$ cat src/rtl/pwm_audio_out_pkg.sv
// Shared definitions for the stereo PWM audio output stage: default widths,
// FIFO depth, FIFO operation encoding and the mid-scale (silence) duty helper.
package pwm_audio_out_pkg;

    localparam int PWM_W_DEF    = 8;
    localparam int SAMPLE_W_DEF = 16;
    localparam int FIFO_DEPTH   = 2;

    typedef enum logic [1:0] {
        OP_IDLE = 2'd0,
        OP_PUSH = 2'd1,
        OP_POP  = 2'd2,
        OP_BOTH = 2'd3
    } fifo_op_e;

    // Half of the PWM period: the duty that reproduces a zero-valued sample.
    function automatic int unsigned mid_scale(input int unsigned pwm_w);
        return 32'd1 << (pwm_w - 1);
    endfunction

endpackage

$ cat src/rtl/pwm_audio_chan.sv
// One PWM audio channel: offset-binary conversion of a signed sample, duty
// register loaded at period boundaries, and the registered PWM comparator.
// Build option PWM_AUDIO_NOISE_SHAPE_EN adds first-order error feedback: the
// bits dropped when forming the duty are carried into the next sample.
module pwm_audio_chan
    import pwm_audio_out_pkg::*;
#(
    parameter int SAMPLE_W = SAMPLE_W_DEF,
    parameter int PWM_W    = PWM_W_DEF
) (
    input  logic                clk,
    input  logic                rst_n,
    input  logic                enable,
    input  logic                load,
    input  logic [SAMPLE_W-1:0] sample,
    input  logic [PWM_W-1:0]    cnt,
    output logic                pwm
);

    localparam int ERR_W = SAMPLE_W - PWM_W;
    localparam logic [PWM_W-1:0] DUTY_RST = PWM_W'(mid_scale(PWM_W));

    logic [SAMPLE_W-1:0] u;
    logic [PWM_W-1:0]    duty;
    logic [PWM_W-1:0]    duty_nxt;

    // Inverting the sign bit shifts two's complement onto 0 .. 2^SAMPLE_W-1.
    assign u = {~sample[SAMPLE_W-1], sample[SAMPLE_W-2:0]};

`ifdef PWM_AUDIO_NOISE_SHAPE_EN
    logic [ERR_W-1:0]  err;
    logic [ERR_W-1:0]  err_nxt;
    logic [SAMPLE_W:0] sum;
    logic [SAMPLE_W-1:0] sat;

    // Add the carried error and clamp, so full-scale input never wraps to zero duty.
    always_comb begin
        sum      = {1'b0, u} + (SAMPLE_W+1)'(err);
        sat      = sum[SAMPLE_W] ? '1 : sum[SAMPLE_W-1:0];
        duty_nxt = sat[SAMPLE_W-1 -: PWM_W];
        err_nxt  = sat[ERR_W-1:0];
    end

    // Error only advances when a new sample is consumed; underruns leave it alone.
    always_ff @(posedge clk or negedge rst_n) begin
        if (!rst_n) begin
            err <= '0;
        end else if (load) begin
            err <= err_nxt;
        end
    end
`else
    logic unused_lsbs;

    // Plain truncation: the low sample bits are simply dropped.
    assign duty_nxt    = u[SAMPLE_W-1 -: PWM_W];
    assign unused_lsbs = ^u[ERR_W-1:0];
`endif

    // Duty holds between loads, so an empty FIFO repeats the last level.
    always_ff @(posedge clk or negedge rst_n) begin
        if (!rst_n) begin
            duty <= DUTY_RST;
        end else if (load) begin
            duty <= duty_nxt;
        end
    end

    // Registered compare; cnt < duty means the maximum duty still leaves one low clock.
    always_ff @(posedge clk or negedge rst_n) begin
        if (!rst_n) begin
            pwm <= 1'b0;
        end else begin
            pwm <= enable && (cnt < duty);
        end
    end

endmodule

$ cat src/rtl/pwm_audio_out.sv
// Stereo PWM audio output stage. Holds the 2-entry sample-pair FIFO, the
// free-running PWM counter, period-boundary detection and the sticky underrun
// flag; the per-channel conversion lives in pwm_audio_chan.
// Build option PWM_AUDIO_NOISE_SHAPE_EN enables per-channel noise shaping.
module pwm_audio_out
    import pwm_audio_out_pkg::*;
#(
    parameter int SAMPLE_W = SAMPLE_W_DEF,
    parameter int PWM_W    = PWM_W_DEF
) (
    input  logic                clk,
    input  logic                rst_n,
    input  logic                enable,
    input  logic                s_valid,
    output logic                s_ready,
    input  logic [SAMPLE_W-1:0] s_left,
    input  logic [SAMPLE_W-1:0] s_right,
    input  logic                clr_underrun,
    output logic                underrun,
    output logic                pwm_l,
    output logic                pwm_r
);

    logic [SAMPLE_W-1:0] mem_l [FIFO_DEPTH];
    logic [SAMPLE_W-1:0] mem_r [FIFO_DEPTH];
    logic                wr_ptr;
    logic                rd_ptr;
    logic [1:0]          count;
    logic [PWM_W-1:0]    cnt;
    logic                push;
    logic                pop;
    logic                boundary;
    fifo_op_e            op;

    // Ready is forced low while reset is held so nothing is accepted into a FIFO being cleared.
    assign s_ready  = rst_n && (count < 2'(FIFO_DEPTH));
    assign push     = s_valid && s_ready;
    assign boundary = enable && (cnt == '1);
    assign pop      = boundary && (count != 2'd0);

    // Classify this cycle's FIFO activity for the occupancy update.
    always_comb begin
        op = OP_IDLE;
        if (push && pop) begin
            op = OP_BOTH;
        end else if (push) begin
            op = OP_PUSH;
        end else if (pop) begin
            op = OP_POP;
        end
    end

    // FIFO occupancy and pointers; reset discards whatever was queued.
    always_ff @(posedge clk or negedge rst_n) begin
        if (!rst_n) begin
            count  <= 2'd0;
            wr_ptr <= 1'b0;
            rd_ptr <= 1'b0;
        end else begin
            if (push) begin
                wr_ptr <= ~wr_ptr;
            end
            if (pop) begin
                rd_ptr <= ~rd_ptr;
            end
            unique case (op)
                OP_PUSH: count <= count + 2'd1;
                OP_POP:  count <= count - 2'd1;
                default: count <= count;
            endcase
        end
    end

    // Sample storage needs no reset; occupancy alone decides what is valid.
    always_ff @(posedge clk) begin
        if (push) begin
            mem_l[wr_ptr] <= s_left;
            mem_r[wr_ptr] <= s_right;
        end
    end

    // PWM period counter, parked at zero while disabled.
    always_ff @(posedge clk or negedge rst_n) begin
        if (!rst_n) begin
            cnt <= '0;
        end else if (!enable) begin
            cnt <= '0;
        end else begin
            cnt <= cnt + 1'b1;
        end
    end

    // Sticky underrun; a new underrun takes priority over a clear in the same cycle.
    always_ff @(posedge clk or negedge rst_n) begin
        if (!rst_n) begin
            underrun <= 1'b0;
        end else if (boundary && (count == 2'd0)) begin
            underrun <= 1'b1;
        end else if (clr_underrun) begin
            underrun <= 1'b0;
        end
    end

    pwm_audio_chan #(
        .SAMPLE_W (SAMPLE_W),
        .PWM_W    (PWM_W)
    ) u_chan_l (
        .clk    (clk),
        .rst_n  (rst_n),
        .enable (enable),
        .load   (pop),
        .sample (mem_l[rd_ptr]),
        .cnt    (cnt),
        .pwm    (pwm_l)
    );

    pwm_audio_chan #(
        .SAMPLE_W (SAMPLE_W),
        .PWM_W    (PWM_W)
    ) u_chan_r (
        .clk    (clk),
        .rst_n  (rst_n),
        .enable (enable),
        .load   (pop),
        .sample (mem_r[rd_ptr]),
        .cnt    (cnt),
        .pwm    (pwm_r)
    );

endmodule
$ cat config.mk
export PLATFORM = sky130hd
export DESIGN_NAME = pwm_audio_out
export DESIGN_NICKNAME = d
export VERILOG_FILES = /design/src/rtl/pwm_audio_out_pkg.sv /design/src/rtl/pwm_audio_chan.sv /design/src/rtl/pwm_audio_out.sv
export SDC_FILE = /design/constraint.sdc
export NUM_CORES = 1
export LEC_CHECK = 0
export CAP_MARGIN = 20
export CORE_MARGIN = 2
export CORE_UTILIZATION = 35
export CTS_BUF_LIST = sky130_fd_sc_hd__clkbuf_4 sky130_fd_sc_hd__clkbuf_8
export DETAILED_ROUTE_END_ITERATION = 8
export GPL_TIMING_DRIVEN = 0
export PLACE_DENSITY_LB_ADDON = 0.3
export SLEW_MARGIN = 20
export SYNTH_ARGS = -nofsm -noshare
export SYNTH_HDL_FRONTEND = slang
export SYNTH_SLANG_ARGS = --single-unit
$ cat constraint.sdc
create_clock -name clk -period 2.46 [get_ports clk]
set_input_delay 0.738 -clock clk [delete_from_list [all_inputs] [get_ports clk]]
set_output_delay 0.738 -clock clk [all_outputs]
set_load 0.03 [all_outputs]
Run 1, PDN straps and rails:
Bar = 20 µm. Pins as bars on the die edge. Tap cells in gray.
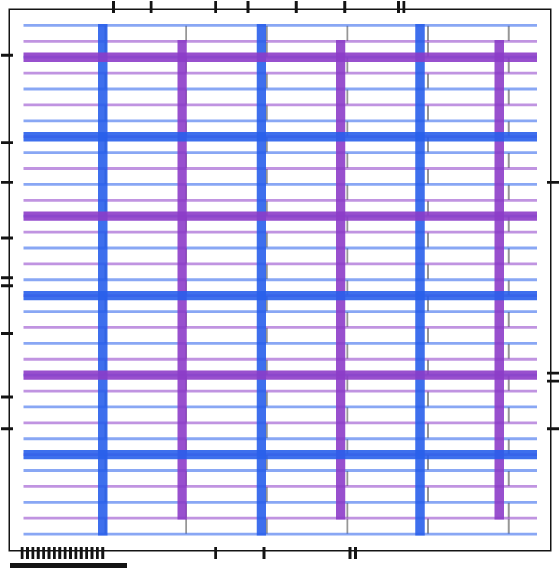
legend:
  purple:
    net: VDD
  blue:
    net: VSS
met4 straps: 6
met5 straps: 6
signal pins: 41
tap cells: 102
maximum vdd ir drop: 0.353 mV
die span in x: 92.4 µm
die height: 92.4 µm

Run 1, cells colored by class:
Bar = 20 µm.
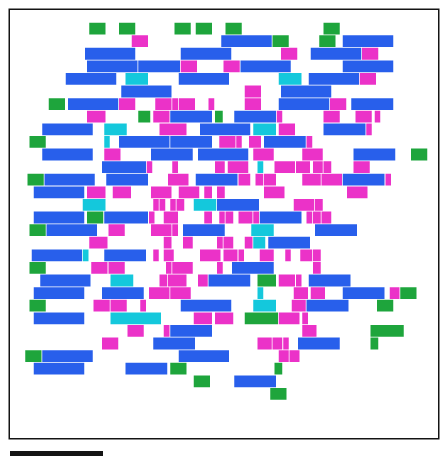
legend:
  green:
    class: other buffers and delay cells
    cells: 29
    share_of_their_area: 9.3%
  magenta:
    class: all other logic
    cells: 121
    share_of_their_area: 30%
  blue:
    class: flip-flops
    cells: 63
    share_of_their_area: 55%
  cyan:
    class: clock drivers and dummy loads
    cells: 15
    share_of_their_area: 5.6%
cell area after layout: 3290 µm²
Final Util: 43.0%
sequential cell area share: 52.8%
area of the core region: 7650 µm²
# rows: 32

==> run summary, run 1 <==
Results of the run.

The flow ran to the end, and the final reports show no timing, DRC or antenna violations. Per STA, the worst path is made up of buf_2, buf_12, nor2b_1, clkbuf_2. The layout report lists the combined flip-flop and latch area as 1740 µm². Before any placement, the netlist area is recorded as 2740 µm². The cell count after synthesis is 188. Data on the critical path arrives at its endpoint at 1.52 ns. The launching element of the worst setup path is rst_n. In the synthesized netlist, the cells that appear most often are 32 x edfxtp_1, 29 x dfrtp_1, 26 x mux2i_1.

Of the combinational cells, the family taking the most area is multiplexers. Non-clock inverters in the final layout number 16. The transition time recorded at the tightest slew-check pin is 0.927 ns. The I/O pin count is 41. The classification of the worst-slack hold path is input port to async pin.

The worst setup path is launched from an input port. For the sequential group, total power comes out at 1.25 mW. The fraction of final layout cells with drive strength greater than 1 is 13.6%.

The power in the clock group is 813 µW. Synthesis produced a netlist with a net count of 241. Once routing completed, OpenROAD measured the worst setup slack at 0.200 ns.

The number of max-capacitance violations reported is 0. Setup repair after global routing left no endpoint under its margin. The number of clock-tree buffers in the layout is 9. On the critical path, the stage with the largest delay is an instance of clkbuf_2. TritonCTS built the clock tree. The master cell of the clock root buffer is clkbuf_8. In this design, the largest share of critical-path delay is due to buffers and inverters.

Yosys mapped a number of flops with a built-in enable equal to 32. Port buffering added 24 buffers. Entering global routing, the biggest net connects 32 pins.

The OpenROAD warning count is 42. STA on the placed design reports a worst setup slack of -0.288 ns. Per the detail_route log, met2 wirelength is 2.24 mm. The floorplan step defined a die boundary enclosing 8540 µm². The number of fill cells in the layout is 707. Per the detailed placement report, the placed cell area equals 3120 µm². The clock network area share is 5.36%. The fraction of the core area occupied by cells at floorplan is 35.8%. For this run, the total global-route usage over all layers was measured as 12.2%. The post-layout instance count excluding filler cells is 330. The post-synthesis register bit count is 63.

The sequential fraction of the synthesis area is 63.6%. In the final layout, excluding clock buffers the buffer count is 29. The most instantiated library cell after synthesis is edfxtp_1.

The report lists the number of cells resized after CTS as 2.
Run 1, clock distribution:
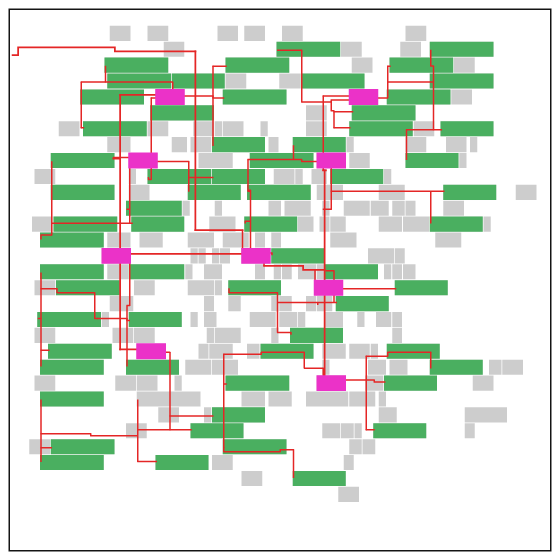
legend:
  magenta:
    item: cells driving clock nets
    count: 9
  green:
    item: flip-flops
    count: 63
  red:
    item: clock wires
    length: 792 µm
routed clock nets: 10
clk_skew: 0.00750 ns
power share of the clock group: 36.0%

Run 1, metal layers overlaid:
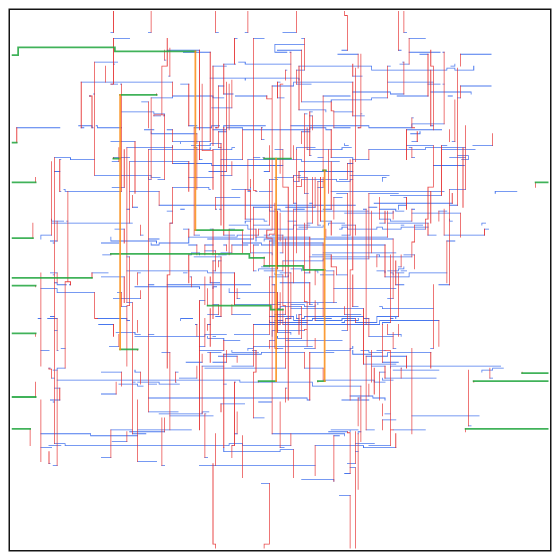
legend:
  blue:
    layer: met1
    wire_length: 2030 µm
  red:
    layer: met2
    wire_length: 2240 µm
  green:
    layer: met3
    wire_length: 182 µm
  orange:
    layer: met4
    wire_length: 148 µm
via count: 1529
Wirelength per Cell: 13.9 µm
Total Wirelength: 4.59 mm

Run 1, routing congestion:
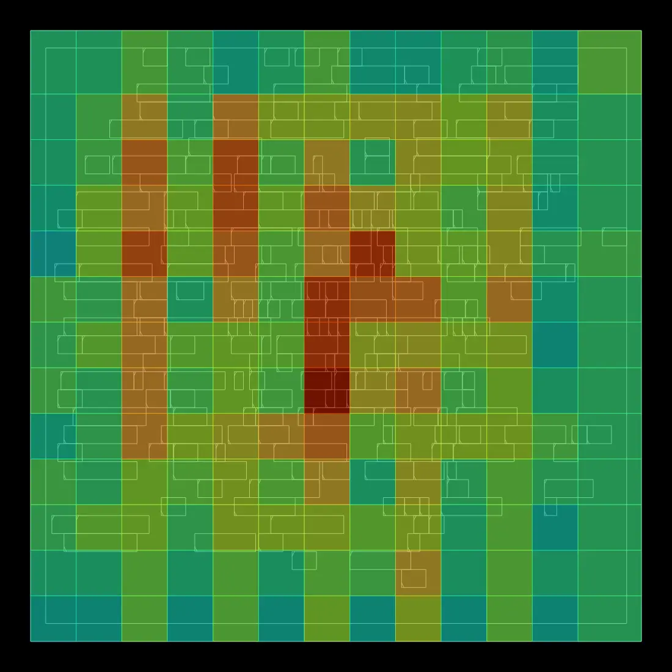

==> inputs of run 2 (changes only) <==
--- a/config.mk
+++ b/config.mk
@@ -9,7 +9,9 @@
 export CORE_MARGIN = 2
 export CORE_UTILIZATION = 35
 export CTS_BUF_LIST = sky130_fd_sc_hd__clkbuf_4 sky130_fd_sc_hd__clkbuf_8
+export CTS_CLUSTER_DIAMETER = 30
 export DETAILED_ROUTE_END_ITERATION = 8
+export GPL_ROUTABILITY_DRIVEN = 0
 export GPL_TIMING_DRIVEN = 0
 export PLACE_DENSITY_LB_ADDON = 0.3
 export SLEW_MARGIN = 20
==> constraint.sdc (replaced) <==
create_clock -name clk -period 2.37 [get_ports clk]
set_input_delay 0.711 -clock clk [delete_from_list [all_inputs] [get_ports clk]]
set_output_delay 0.711 -clock clk [all_outputs]
set_load 0.03 [all_outputs]
Run 2, routing congestion:
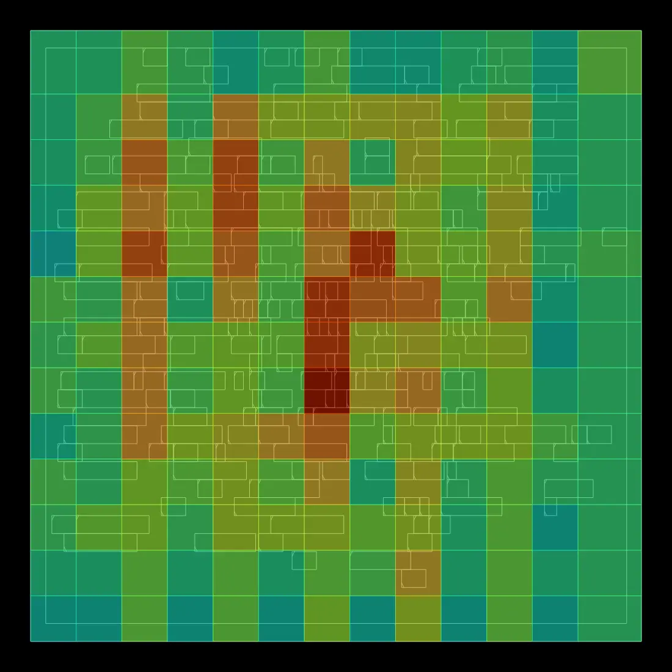
busiest grt layer: met2
global-route track usage on met2: 19.2%

Run 2, cells colored by class:
Bar = 20 µm.
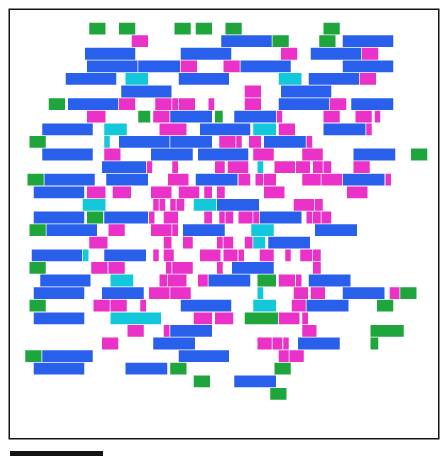
legend:
  magenta:
    class: all other logic
    cells: 121
    share_of_their_area: 30%
  blue:
    class: flip-flops
    cells: 63
    share_of_their_area: 55%
  cyan:
    class: clock drivers and dummy loads
    cells: 15
    share_of_their_area: 5.6%
  green:
    class: other buffers and delay cells
    cells: 29
    share_of_their_area: 9.4%
Final Util: 43.1%
sequential cell area share: 52.7%
cell area after layout: 3300 µm²

==> run summary, run 2 <==
Results of the run.

According to the I/O placement log, the pin count is 41. The arrival time reported for the critical path endpoint is 1.55 ns. The count of flip-flops with a built-in enable after synthesis is 32.

Clock cells make up 5.35% of the layout cell area. Once synthesis finished, the tally of register bits stood at 63. Leaving out the clock tree, the finished layout contains an inverter count of 16.

After synthesis, flip-flops and latches occupy 63.6% of the total area. The critical path in the final layout is reported with a setup slack of 0.113 ns. The post-placement worst setup slack is -0.324 ns. The final layout report lists a filler cell count of 708. The count of cells in the finished layout, fillers not included, comes to 330.

CTS placed an instance of clkbuf_8 at the clock tree root. In the global route stage, overall resource usage came out at 12.2%. The setup skew after layout is 0.00823 ns.

Per the detail_route report, routed wire per instance is 13.9 µm. The post-detailed-route DRC marker count is 0. The synthesis-to-finish area growth is 20.6%. The clock tree from TritonCTS is built. The post-synth design cell area is 2740 µm².

The flow ran to the end, and the final reports show no timing, DRC or antenna violations. Listed in order, past its start point the critical path passes buf_2, buf_12, nor2b_2, clkdlybuf4s18_2. Setup repair after global routing left no endpoint under its margin.

The number of clock-tree buffers in the layout is 9. The number of buffers inserted by port buffering is 24. Sequential power for this build is 1.30 mW. The pin count of the biggest net entering global routing is 32. The floorplan step set the die height to 92.4 µm.

Summing all placed instances gives a cell area of 3120 µm². Counting both buffers and inverters, the worst setup path holds a total of 3. The measured slew at the worst slew-check pin is 0.925 ns.

Before placement the cells fill 35.8% of the core. The floorplan has 32 rows. STA classifies the critical path startpoint as an input port. After synthesis, the largest family of logic cells by area is multiplexers. According to the timing report, the critical path is launched from rst_n. The power in the clock group is 845 µW. The slowest cell on the critical path is clkdlybuf4s18_2.

The antenna cell count is 0. After detailed routing, the met2 layer carries 2.21 mm of wire. The clock sink count is 63. From left edge to right edge, the die measures 92.4 µm. The total length of routed wires is 4.59 mm. The type recorded for the worst min-delay path is input port to async pin. The overall die size recorded for this design is 8540 µm². The cell count after synthesis is 188. The synthesized netlist net count is 241. The OpenROAD warning count is 42. The area taken by sequential standard cells is reported as 1740 µm². Of the cells placed in the final design, the portion with a size suffix greater than 1 is 14.0%.

The post-cts repair resize count is 3.
Run 2, PDN straps and rails:
Bar = 20 µm. Pins as bars on the die edge. Tap cells in gray.
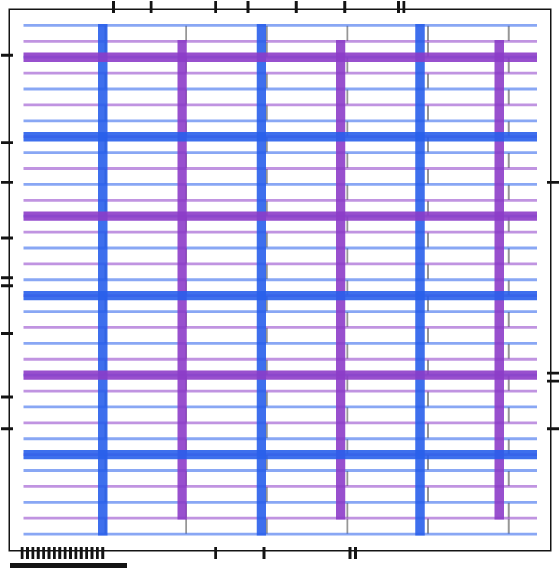
legend:
  purple:
    net: VDD
  blue:
    net: VSS
met4 straps: 6
rows: 32
maximum vdd ir drop: 0.367 mV

Power figures rest on the tool's default switching activity, not on a simulated workload.
